### src/rtl/booth_csa_row_stage_pkg.sv
// Shared Booth radix-4 definitions for the multiplier row stages.
package booth_pkg;

  localparam int BOOTH_WIDTH_DEF = 8;

  typedef enum logic [2:0] {
    BD_ZERO,
    BD_POS1,
    BD_POS2,
    BD_NEG2,
    BD_NEG1
  } booth_digit_t;

  // Map a multiplier bit triplet {b[2i+1], b[2i], b[2i-1]} to its Booth digit.
  function automatic booth_digit_t booth_decode(input logic [2:0] trip);
    booth_digit_t d;
    case (trip)
      3'b001, 3'b010: d = BD_POS1;
      3'b011:         d = BD_POS2;
      3'b100:         d = BD_NEG2;
      3'b101, 3'b110: d = BD_NEG1;
      default:        d = BD_ZERO;
    endcase
    return d;
  endfunction

endpackage

### src/rtl/booth_csa_row_stage_pp_gen.sv
// Booth digit decode and partial-product generation for one row (combinational).
module booth_pp_gen
  import booth_pkg::*;
#(
  parameter int WIDTH     = BOOTH_WIDTH_DEF,
  parameter int PW        = 2*WIDTH,
  parameter int STAGE_IDX = 0
) (
  input  logic [WIDTH-1:0] mcand,
  input  logic [WIDTH-1:0] mplier,
  output logic [PW-1:0]    pp,
  output logic             neg
);

  localparam int SH = 2*STAGE_IDX;

  logic [WIDTH:0]   mplier_ext;
  logic [2:0]       trip;
  booth_digit_t     digit;
  logic [WIDTH:0]   m1;
  logic [WIDTH:0]   m2;
  logic [PW-1:0]    m1_ext;
  logic [PW-1:0]    m2_ext;

  // Implicit mplier[-1] = 0 appended below the LSB.
  assign mplier_ext = {mplier, 1'b0};
  assign trip       = mplier_ext[SH +: 3];
  assign digit      = booth_decode(trip);

  // M and 2M at WIDTH+1 bits, then sign-extended to the accumulation width.
  assign m1     = {mcand[WIDTH-1], mcand};
  assign m2     = {mcand, 1'b0};
  assign m1_ext = {{(PW-WIDTH-1){m1[WIDTH]}}, m1};
  assign m2_ext = {{(PW-WIDTH-1){m2[WIDTH]}}, m2};

  // Negative digits invert before shifting so the +1 lands exactly at bit 2i.
  always_comb begin
    pp  = '0;
    neg = 1'b0;
    case (digit)
      BD_POS1: pp = m1_ext << SH;
      BD_POS2: pp = m2_ext << SH;
      BD_NEG1: begin
        pp  = (~m1_ext) << SH;
        neg = 1'b1;
      end
      BD_NEG2: begin
        pp  = (~m2_ext) << SH;
        neg = 1'b1;
      end
      default: begin
        pp  = '0;
        neg = 1'b0;
      end
    endcase
  end

endmodule

### src/rtl/fulladder.sv
// 3:2 compressor cell used per bit of the carry-save row.
module fulladder (
  input  logic in0,
  input  logic in1,
  input  logic in2,
  output logic sum,
  output logic carry
);

  assign sum   = in0 ^ in1 ^ in2;
  assign carry = (in0 & in1) | (in0 & in2) | (in1 & in2);

endmodule

### src/rtl/booth_csa_row_stage.sv
// One registered row of the radix-4 Booth carry-save multiplier array.
// Optional macro BOOTH_SKID_EN selects a 2-entry skid buffer with a registered
// in_ready; otherwise a single output register with combinational in_ready.
module booth_csa_row_stage
  import booth_pkg::*;
#(
  parameter int WIDTH     = BOOTH_WIDTH_DEF,
  parameter int PW        = 2*WIDTH,
  parameter int STAGE_IDX = 0
) (
  input  logic             clk,
  input  logic             rst,
  input  logic             in_valid,
  output logic             in_ready,
  input  logic [WIDTH-1:0] in_mcand,
  input  logic [WIDTH-1:0] in_mplier,
  input  logic [PW-1:0]    in_sum,
  input  logic [PW-1:0]    in_carry,
  input  logic [PW-1:0]    in_cor,
  output logic             out_valid,
  input  logic             out_ready,
  output logic [WIDTH-1:0] out_mcand,
  output logic [WIDTH-1:0] out_mplier,
  output logic [PW-1:0]    out_sum,
  output logic [PW-1:0]    out_carry,
  output logic [PW-1:0]    out_cor
);

  localparam int SH = 2*STAGE_IDX;
  localparam int BW = 2*WIDTH + 3*PW;

  logic [PW-1:0] pp;
  logic          neg;
  logic [PW-1:0] fa_sum;
  logic [PW:0]   cy_chain;
  logic [PW-1:0] cor_next;
  logic [BW-1:0] beat_in;
  logic [BW-1:0] data0;
  logic          valid0;
  logic          push;
  logic          pop;
  logic          carry_msb_unused;

  booth_pp_gen #(
    .WIDTH     (WIDTH),
    .PW        (PW),
    .STAGE_IDX (STAGE_IDX)
  ) u_pp_gen (
    .mcand  (in_mcand),
    .mplier (in_mplier),
    .pp     (pp),
    .neg    (neg)
  );

  // Bit j's carry moves up to position j+1; the carry out of the MSB is dropped.
  assign cy_chain[0] = 1'b0;
  for (genvar j = 0; j < PW; j++) begin : g_fa
    fulladder u_fa (
      .in0   (pp[j]),
      .in1   (in_sum[j]),
      .in2   (in_carry[j]),
      .sum   (fa_sum[j]),
      .carry (cy_chain[j+1])
    );
  end
  assign carry_msb_unused = cy_chain[PW];

  assign cor_next = in_cor | ({{(PW-1){1'b0}}, neg} << SH);
  assign beat_in  = {in_mcand, in_mplier, fa_sum, cy_chain[PW-1:0], cor_next};
  assign pop      = valid0 && out_ready;

`ifdef BOOTH_SKID_EN
  logic [BW-1:0] data1;
  logic          valid1;
  logic          rdy_q;
  logic [BW-1:0] d0_n;
  logic [BW-1:0] d1_n;
  logic          v0_n;
  logic          v1_n;

  assign in_ready = rdy_q;
  assign push     = in_valid && rdy_q;

  // Skid next-state: the skid entry refills the head on pop; a blocked push parks in the skid.
  always_comb begin
    d0_n = data0;
    d1_n = data1;
    v0_n = valid0;
    v1_n = valid1;
    if (valid1) begin
      if (pop) begin
        d0_n = data1;
        v1_n = 1'b0;
      end
    end else if (push) begin
      if (!valid0 || pop) begin
        d0_n = beat_in;
        v0_n = 1'b1;
      end else begin
        d1_n = beat_in;
        v1_n = 1'b1;
      end
    end else if (pop) begin
      v0_n = 1'b0;
    end
  end

  // Buffer registers; in_ready is registered from the next skid occupancy.
  always_ff @(posedge clk or posedge rst) begin
    if (rst) begin
      data0  <= '0;
      data1  <= '0;
      valid0 <= 1'b0;
      valid1 <= 1'b0;
      rdy_q  <= 1'b0;
    end else begin
      data0  <= d0_n;
      data1  <= d1_n;
      valid0 <= v0_n;
      valid1 <= v1_n;
      rdy_q  <= !v1_n;
    end
  end
`else
  assign in_ready = !rst && (!valid0 || out_ready);
  assign push     = in_valid && in_ready;

  // Single output register; a push may replace a beat being popped in the same cycle.
  always_ff @(posedge clk or posedge rst) begin
    if (rst) begin
      data0  <= '0;
      valid0 <= 1'b0;
    end else if (push) begin
      data0  <= beat_in;
      valid0 <= 1'b1;
    end else if (pop) begin
      valid0 <= 1'b0;
    end
  end
`endif

  assign out_valid = valid0;
  assign {out_mcand, out_mplier, out_sum, out_carry, out_cor} = data0;

endmodule

### config.mk
export PLATFORM = sky130hd
export DESIGN_NAME = booth_csa_row_stage
export DESIGN_NICKNAME = d
export VERILOG_FILES = /design/src/rtl/booth_csa_row_stage_pkg.sv /design/src/rtl/booth_csa_row_stage_pp_gen.sv /design/src/rtl/fulladder.sv /design/src/rtl/booth_csa_row_stage.sv
export SDC_FILE = /design/constraint.sdc
export NUM_CORES = 1
export LEC_CHECK = 0
export ABC_CLOCK_PERIOD_IN_PS = 5700
export CAP_MARGIN = 20
export CORE_MARGIN = 2
export CORE_UTILIZATION = 44
export DETAILED_ROUTE_END_ITERATION = 8
export HOLD_SLACK_MARGIN = 0.06
export PLACE_DENSITY = 0.91
export SYNTH_ARGS = -nofsm -noshare
export SYNTH_HDL_FRONTEND = slang
export SYNTH_HIERARCHICAL = 1
export SYNTH_SLANG_ARGS = --single-unit
### constraint.sdc
create_clock -name clk -period 5.7 [get_ports clk]
set_clock_uncertainty 0.2 [all_clocks]
set_input_delay 1.71 -clock clk [delete_from_list [all_inputs] [get_ports clk]]
set_output_delay 1.71 -clock clk [all_outputs]
set_load 0.01 [all_outputs]
### Signal wires by layer, run 1

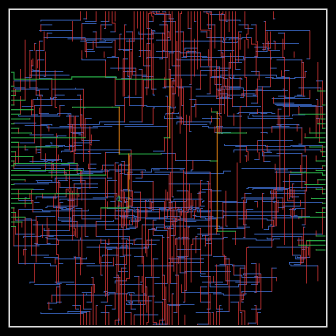
Green stands for metal 3, wire length 393 um. Red stands for metal 2, wire length 3,600 um. Orange stands for metal 4, wire length 80.9 um. Blue stands for metal 1, wire length 2,990 um.

### Routing congestion, run 1

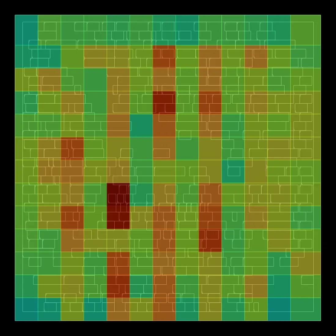
Top Usage Layer GRT: met2
met3 track demand over resource in global routing: 0.0559
final core utilization: 0.641

==> reports/qor.log, run 1 <==
INFO  yosys          post_synth_instance_area=3400um^2
INFO  floorplan      taps=102
INFO  critical_path  setup.worst_path.start_class=input pin
INFO  critical_path  worst_setup_path_startpoint=out_ready
INFO  critical_path  worstPathBufferInverterCount=2
INFO  critical_path  arrival=2.90ns
INFO  detailed_routing drt-initial-drc-count=67
INFO  power_and_ir_drop top_power_group=registers
INFO  grt            global_route.usage.met1=0.222
INFO  floorplan      pre_place_util=0.447
INFO  critical_path  crit_cells=4
INFO  yosys          area_fraction_in_full_adders_half_adders_and_majority_gates=0.113
INFO  timing         slew_headroom=0.442
INFO  power_and_ir_drop swShare=0.260
INFO  yosys          synth.yosys.num_cells=207
INFO  power_and_ir_drop powerDensity=322nW/um^2
INFO  timing         grt_setup_unrepaired=no
INFO  power_and_ir_drop fin_total_pwr=0.00157W
INFO  yosys          synth.cellmix.compoundShare=0.0169
INFO  clocking       total_cts_buffers=9
INFO  clocking       number_of_hold_buffers_added_after_cts=0
INFO  clocking       post_cts_buffers=0
INFO  layout         layout.sequential_cells=64
INFO  layout         nClkBuffers=13
INFO  layout         combGateArea=1570um^2
INFO  critical_path  timing.rr.start=out_valid$_DFFE_PP0P_
INFO  critical_path  worstReg2RegEnd=data0[18]$_DFFE_PP0P_
INFO  grt            initial_antenna_violation_count=0
INFO  yosys          synth_warnings=6
INFO  floorplan      chipHeight=91.9um
INFO  power_and_ir_drop pwr.group.sequential=0.000621W
INFO  placed_design  detailedPlacementHpwl=5180um
INFO  detailed_routing antenna_left=0
INFO  layout         largest_register_ff_count=63
INFO  critical_path  critical_path_most_common_cell=sky130_fd_sc_hd__clkdlybuf4s50_1
INFO  outcome        status=finished, final reports clean
INFO  grt            first_global_vias=2,326
INFO  detailed_routing wl_met2=3600um
INFO  power_and_ir_drop pwr.group.combinational=0.000562W
INFO  min_path       worstHoldPathCells=1
INFO  min_path       timing.hold.worst.class=reg -> reg
INFO  timing         period_utilization_post_route=0.843
INFO  yosys          ys_sh_xor=0
INFO  critical_path  critical_path_peak_fanout=3
INFO  critical_path  crit_path_top_delay_cell=sky130_fd_sc_hd__clkdlybuf4s50_1
INFO  timing         final.setup.tns=0ns
INFO  min_path       hold_ep=data0[18]$_DFFE_PP0P_
INFO  timing         hold_viol_final=0
INFO  critical_path  critical_path.endpoint_type=output pin
INFO  layout         diodes=0
INFO  power_and_ir_drop clock_net_power=0.000384W
INFO  floorplan      ioPinCount=134
INFO  grt            track_usage=0.180
INFO  critical_path  slowest_delay=0.54ns
INFO  placed_design  globalplace.congestion=0.784
INFO  grt            gr-total-overflow=0
INFO  yosys          netlist_top_cells_area=sky130_fd_sc_hd__dfrtp_1 (47%), sky130_fd_sc_hd__mux2_4 (26%), sky130_fd_sc_hd__fa_1 (9.4%)
INFO  grt            grt_pass1_wl=11,600um
INFO  power_and_ir_drop leakage=2.13nW
INFO  yosys          logic_family=multiplexers
INFO  power_and_ir_drop power_switching=0.000408W
INFO  layout         drive_above_1_share=0.246
INFO  timing         fin_worst_hold_slack=0.307ns
INFO  detailed_routing topRoutingLayerUsed=met4
### Metal 2, run 1

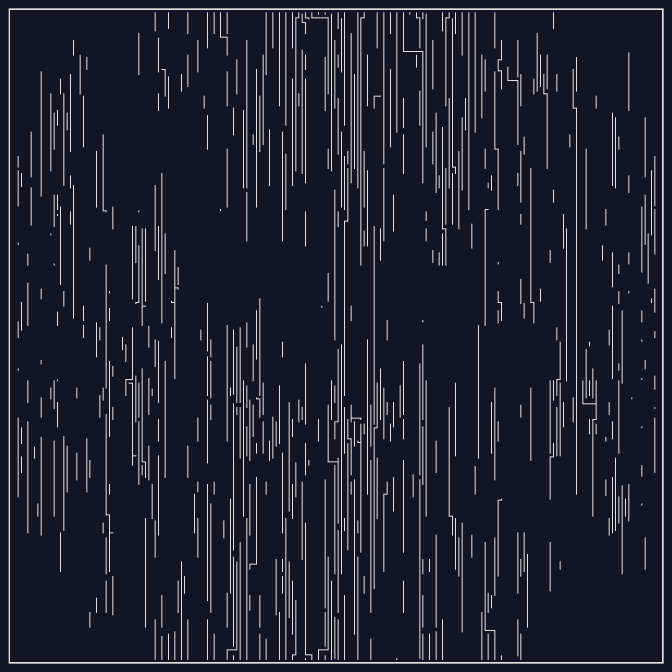
387 nets have wire on it. The longest straight run is 54.4 um. The layer holds 51% of the routed length. The layer carries 3,600 um of wire. The wires run mostly vertical.

==> inputs of run 2 (changes only) <==
- ABC_CLOCK_PERIOD_IN_PS: 5700 -> 4800
- clock period: 5.7 -> 4.8 ns (I/O delays scaled with it)
### Metal 2, run 2

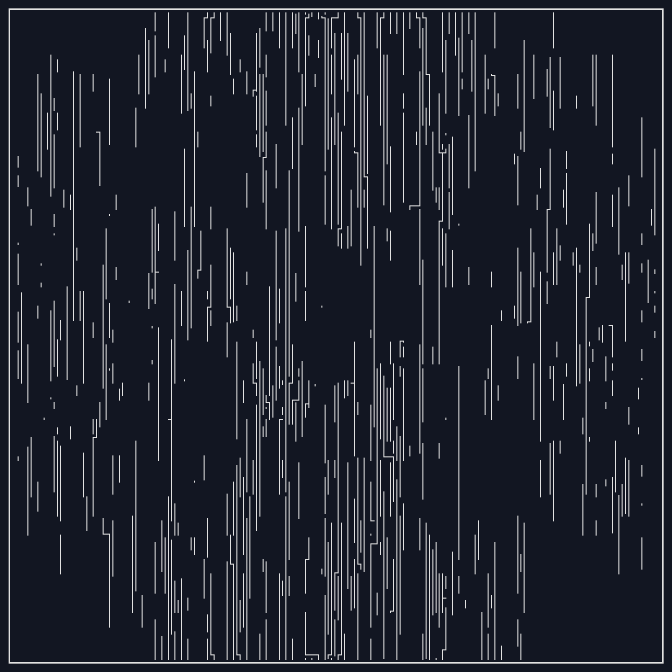
377 nets have wire on it. The layer holds 49% of the routed length. The wires run mostly vertical. The longest straight run is 37.1 um.

### Local utilization, run 2

The die is cut into 9 by 9 equal tiles; white is low, dark blue is high, 0 to 100% covered.
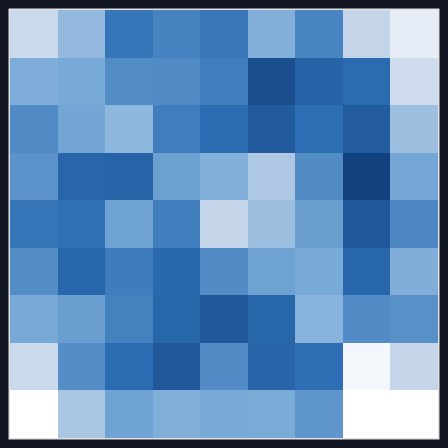
3.7% of the tiles are nearly empty. The emptiest ninth of the die: lower right. The fullest tile reaches 93%. 25% of the tiles are over 75% full. The mean over all tiles is 57%.

==> reports/qor.log, run 2 <==
INFO  timing         hold_viol_final=0 [unchanged]
INFO  critical_path  timing.critical_path.to=in_ready
INFO  grt            met2_usage=0.298
INFO  critical_path  criticalPathCategory=in -> out
INFO  grt            gr-total-overflow=0 [unchanged]
INFO  floorplan      taps=102 [unchanged]
INFO  layout         layout.area.top_class=flip-flops and latches
INFO  critical_path  r2r.worst_path.cells=4
INFO  critical_path  worstReg2RegEnd=data0[6]$_DFFE_PP0P_
INFO  layout         diodes=0 [unchanged]
INFO  critical_path  critical_path_peak_fanout=3 [unchanged]
INFO  min_path       timing.hold.worst.class=reg -> reg
INFO  clocking       cts-htree-levels=3
INFO  power_and_ir_drop fin_total_pwr=0.00189W [+20%]
INFO  placed_design  detailedPlacementHpwl=5530um [+6.6%]
INFO  power_and_ir_drop pwr.group.sequential=0.000738W [+19%]
INFO  power_and_ir_drop leakage=2.15nW [+0.96%]
INFO  yosys          mux_share=0.296
INFO  detailed_routing wl_met2=3620um [+0.61%]
INFO  layout         top_register_by_number_of_flip_flops=data0
INFO  placed_design  globalplace.congestion=0.748 [-4.5%]
INFO  yosys          synthCells=207
INFO  power_and_ir_drop max-vdd-ir-drop=0.198mV
INFO  yosys          logic_family=multiplexers
INFO  layout         syn_to_final_growth=45.1%
INFO  layout         layout.sequential_cells=64 [unchanged]
INFO  yosys          fraction_of_synthesis_flops_using_an_asynchronous_set_or_reset_pin=1.00
INFO  detailed_routing detailroute.via_count=2,086
INFO  timing         period_utilization_post_route=0.890
INFO  floorplan      pre_place_util=0.447 [unchanged]
INFO  layout         non_clock_buffer_area_share=0.285
INFO  critical_path  crit_path_top_delay_cell=sky130_fd_sc_hd__clkdlybuf4s50_1
INFO  power_and_ir_drop powerDensity=383nW/um^2 [+19%]
INFO  power_and_ir_drop power.clock.fraction=0.251
INFO  min_path       hold_ep=data0[38]$_DFFE_PP0P_
INFO  grt            groute.layer.met3.usage=0.0518 [-0.00411]
INFO  grt            grt_pass1_wl=12,100um [+3.7%]
INFO  critical_path  worstPathCellList=clkdlybuf4s50_1, nor2b_4, nor2_1, clkdlybuf4s50_1
INFO  detailed_routing post_drt_wl_per_cell=16.7um
INFO  power_and_ir_drop top_power_group=registers
INFO  timing         setup_viol=0
INFO  layout         final-clk-cell-share=0.0419
INFO  layout         non_clock_buffer_count=138
INFO  timing         final.setup.tns=0ns [unchanged]
INFO  detailed_routing drt-initial-drc-count=53 [-21%]
INFO  grt            track_usage=0.188 [+0.00801]
INFO  layout         final_common_cell=sky130_fd_sc_hd__clkdlybuf4s50_1
INFO  yosys          synth_warnings=6 [unchanged]
INFO  power_and_ir_drop pwr-share-comb=0.358
INFO  power_and_ir_drop swShare=0.269 [+0.00843]
INFO  layout         register_area=1600um^2
INFO  layout         mostFrequentLayoutCells=sky130_fd_sc_hd__clkdlybuf4s50_1 (132), sky130_fd_sc_hd__dfrtp_1 (64), sky130_fd_sc_hd__mux2_4 (58)
INFO  yosys          yosys-top-cells-count=sky130_fd_sc_hd__dfrtp_1 (64), sky130_fd_sc_hd__mux2_4 (58), sky130_fd_sc_hd__fa_1 (16), sky130_fd_sc_hd__mux2i_1 (9), sky130_fd_sc_hd__buf_4 (8)
INFO  min_path       hp-start=data0[38]$_DFFE_PP0P_
INFO  grt            first_global_vias=2,293 [-1.4%]
INFO  layout         comb_area_frac=0.318
INFO  detailed_routing antenna_left=0 [unchanged]
INFO  critical_path  ff2ff_setup_slack=2.70ns
INFO  timing         setup_ws=0.526ns
INFO  critical_path  cp.required=3.16ns
INFO  placed_design  placedCellCount=427
INFO  power_and_ir_drop power_switching=0.000507W [+24%]
INFO  floorplan      chipHeight=91.9um [unchanged]
INFO  floorplan      ioPinCount=134 [unchanged]
INFO  yosys          synth_sequential_area_ratio=0.471
INFO  critical_path  cp_top_family=buffers and inverters
INFO  critical_path  worst_setup_path_startpoint=out_ready
INFO  yosys          yosys_area=3400um^2
INFO  critical_path  crit_cells=4 [unchanged]
INFO  detailed_routing topRoutingLayerUsed=met4
INFO  yosys          ys_sh_xor=0 [unchanged]
INFO  floorplan      die-area=8440um^2
INFO  power_and_ir_drop internal-power=0.00138W
INFO  outcome        status=finished, final reports clean
INFO  power_and_ir_drop pwr.group.combinational=0.000675W [+20%]
INFO  critical_path  setup.worst_path.start_class=input pin
INFO  grt            global_route.usage.met1=0.248 [+0.0260]
INFO  placed_design  numPortBuffers=132
INFO  detailed_routing post-route-drc-count=0
INFO  layout         non_clock_inverter_count=6
INFO  critical_path  timing.rr.start=out_valid$_DFFE_PP0P_
INFO  grt            grt_most_used_layer=met2
INFO  layout         drive_above_1_share=0.258 [+0.0125]
INFO  yosys          syn_avg_cell_area=16.4um^2
INFO  critical_path  critical_path.endpoint_type=output pin
INFO  yosys          synth.yosys.num_cells=207 [unchanged]
INFO  timing         fin_worst_hold_slack=0.310ns [+0.00303 ns]
INFO  yosys          yosys_most_used_dff=sky130_fd_sc_hd__dfrtp_1
INFO  yosys          area_fraction_in_full_adders_half_adders_and_majority_gates=0.113 [unchanged]
INFO  yosys          post_synth_instance_area=3400um^2 [unchanged]
INFO  layout         largest_register_ff_count=63 [unchanged]
INFO  power_and_ir_drop sequentialPowerShare=0.391
INFO  clocking       post_cts_buffers=0 [unchanged]
INFO  yosys          postSynthRegisterBits=64
INFO  layout         nClkBuffers=11 [-2]
INFO  layout         num-nets-final=425
INFO  floorplan      die_w=91.9um
INFO  timing         grt_setup_unrepaired=no
INFO  placed_design  pre_cts_ws=0.257ns
INFO  layout         sh_seq_area=0.325
INFO  run            stage_log_warnings=31
INFO  clocking       number_of_hold_buffers_added_after_cts=0 [unchanged]
INFO  timing         slew_headroom=0.498 [+0.0558]
INFO  clocking       clock_tree_from_tritoncts=done
INFO  clocking       cts.clk_slew.worst_paths=0.07ns
INFO  critical_path  arrival=2.63ns [-0.27 ns]
INFO  yosys          synth.cellmix.compoundShare=0.0169 [unchanged]
INFO  layout         combGateArea=1570um^2 [unchanged]
INFO  detailed_routing wl_met3=469um
INFO  placed_design  placement.cell_area=4720um^2
INFO  layout         finalInstanceArea=4930um^2
INFO  timing         maxSlewViolCount=0
INFO  floorplan      core_region_area=7610um^2
INFO  yosys          synth.cellmix.simpleShare=0.0306
INFO  floorplan      floorplan.rows=32
INFO  timing         maxClockFrequency=234MHz
INFO  detailed_routing totalWireLength=7410um
INFO  grt            initial_antenna_violation_count=0 [unchanged]
INFO  yosys          top_cell_area_share=0.471
INFO  clocking       clock_latency=0.33ns
INFO  clocking       ctsResizeCount=0
INFO  detailed_routing dr.pass1.iters=4
INFO  layout         layout.filler_cells=566
INFO  layout         fin_util=0.648 [+0.00724]
INFO  power_and_ir_drop clock_net_power=0.000474W [+23%]
INFO  yosys          post-synth-top-area-cell=sky130_fd_sc_hd__dfrtp_1
INFO  clocking       tritoncts_sink_count=64
INFO  detailed_routing vias_per_cell=4.71
INFO  clocking       total_cts_buffers=9 [unchanged]
INFO  yosys          synth_cell_type_count=24
INFO  yosys          netlist_top_cells_area=sky130_fd_sc_hd__dfrtp_1 (47%), sky130_fd_sc_hd__mux2_4 (26%), sky130_fd_sc_hd__fa_1 (9.4%)
INFO  yosys          yosys.cell_count.top_type=sky130_fd_sc_hd__dfrtp_1
INFO  critical_path  worstPathBufferInverterCount=2 [unchanged]
INFO  min_path       worstHoldPathCells=1 [unchanged]
INFO  grt            grt_max_degree=43
INFO  critical_path  critical_path_most_common_cell=sky130_fd_sc_hd__clkdlybuf4s50_1
INFO  run            maxCapViolations=0
INFO  critical_path  slowest_delay=0.54ns [about the same]
INFO  layout         final-instance-count-excl-fill=443
No activity file was given, so power comes from the tool's default toggle rates.
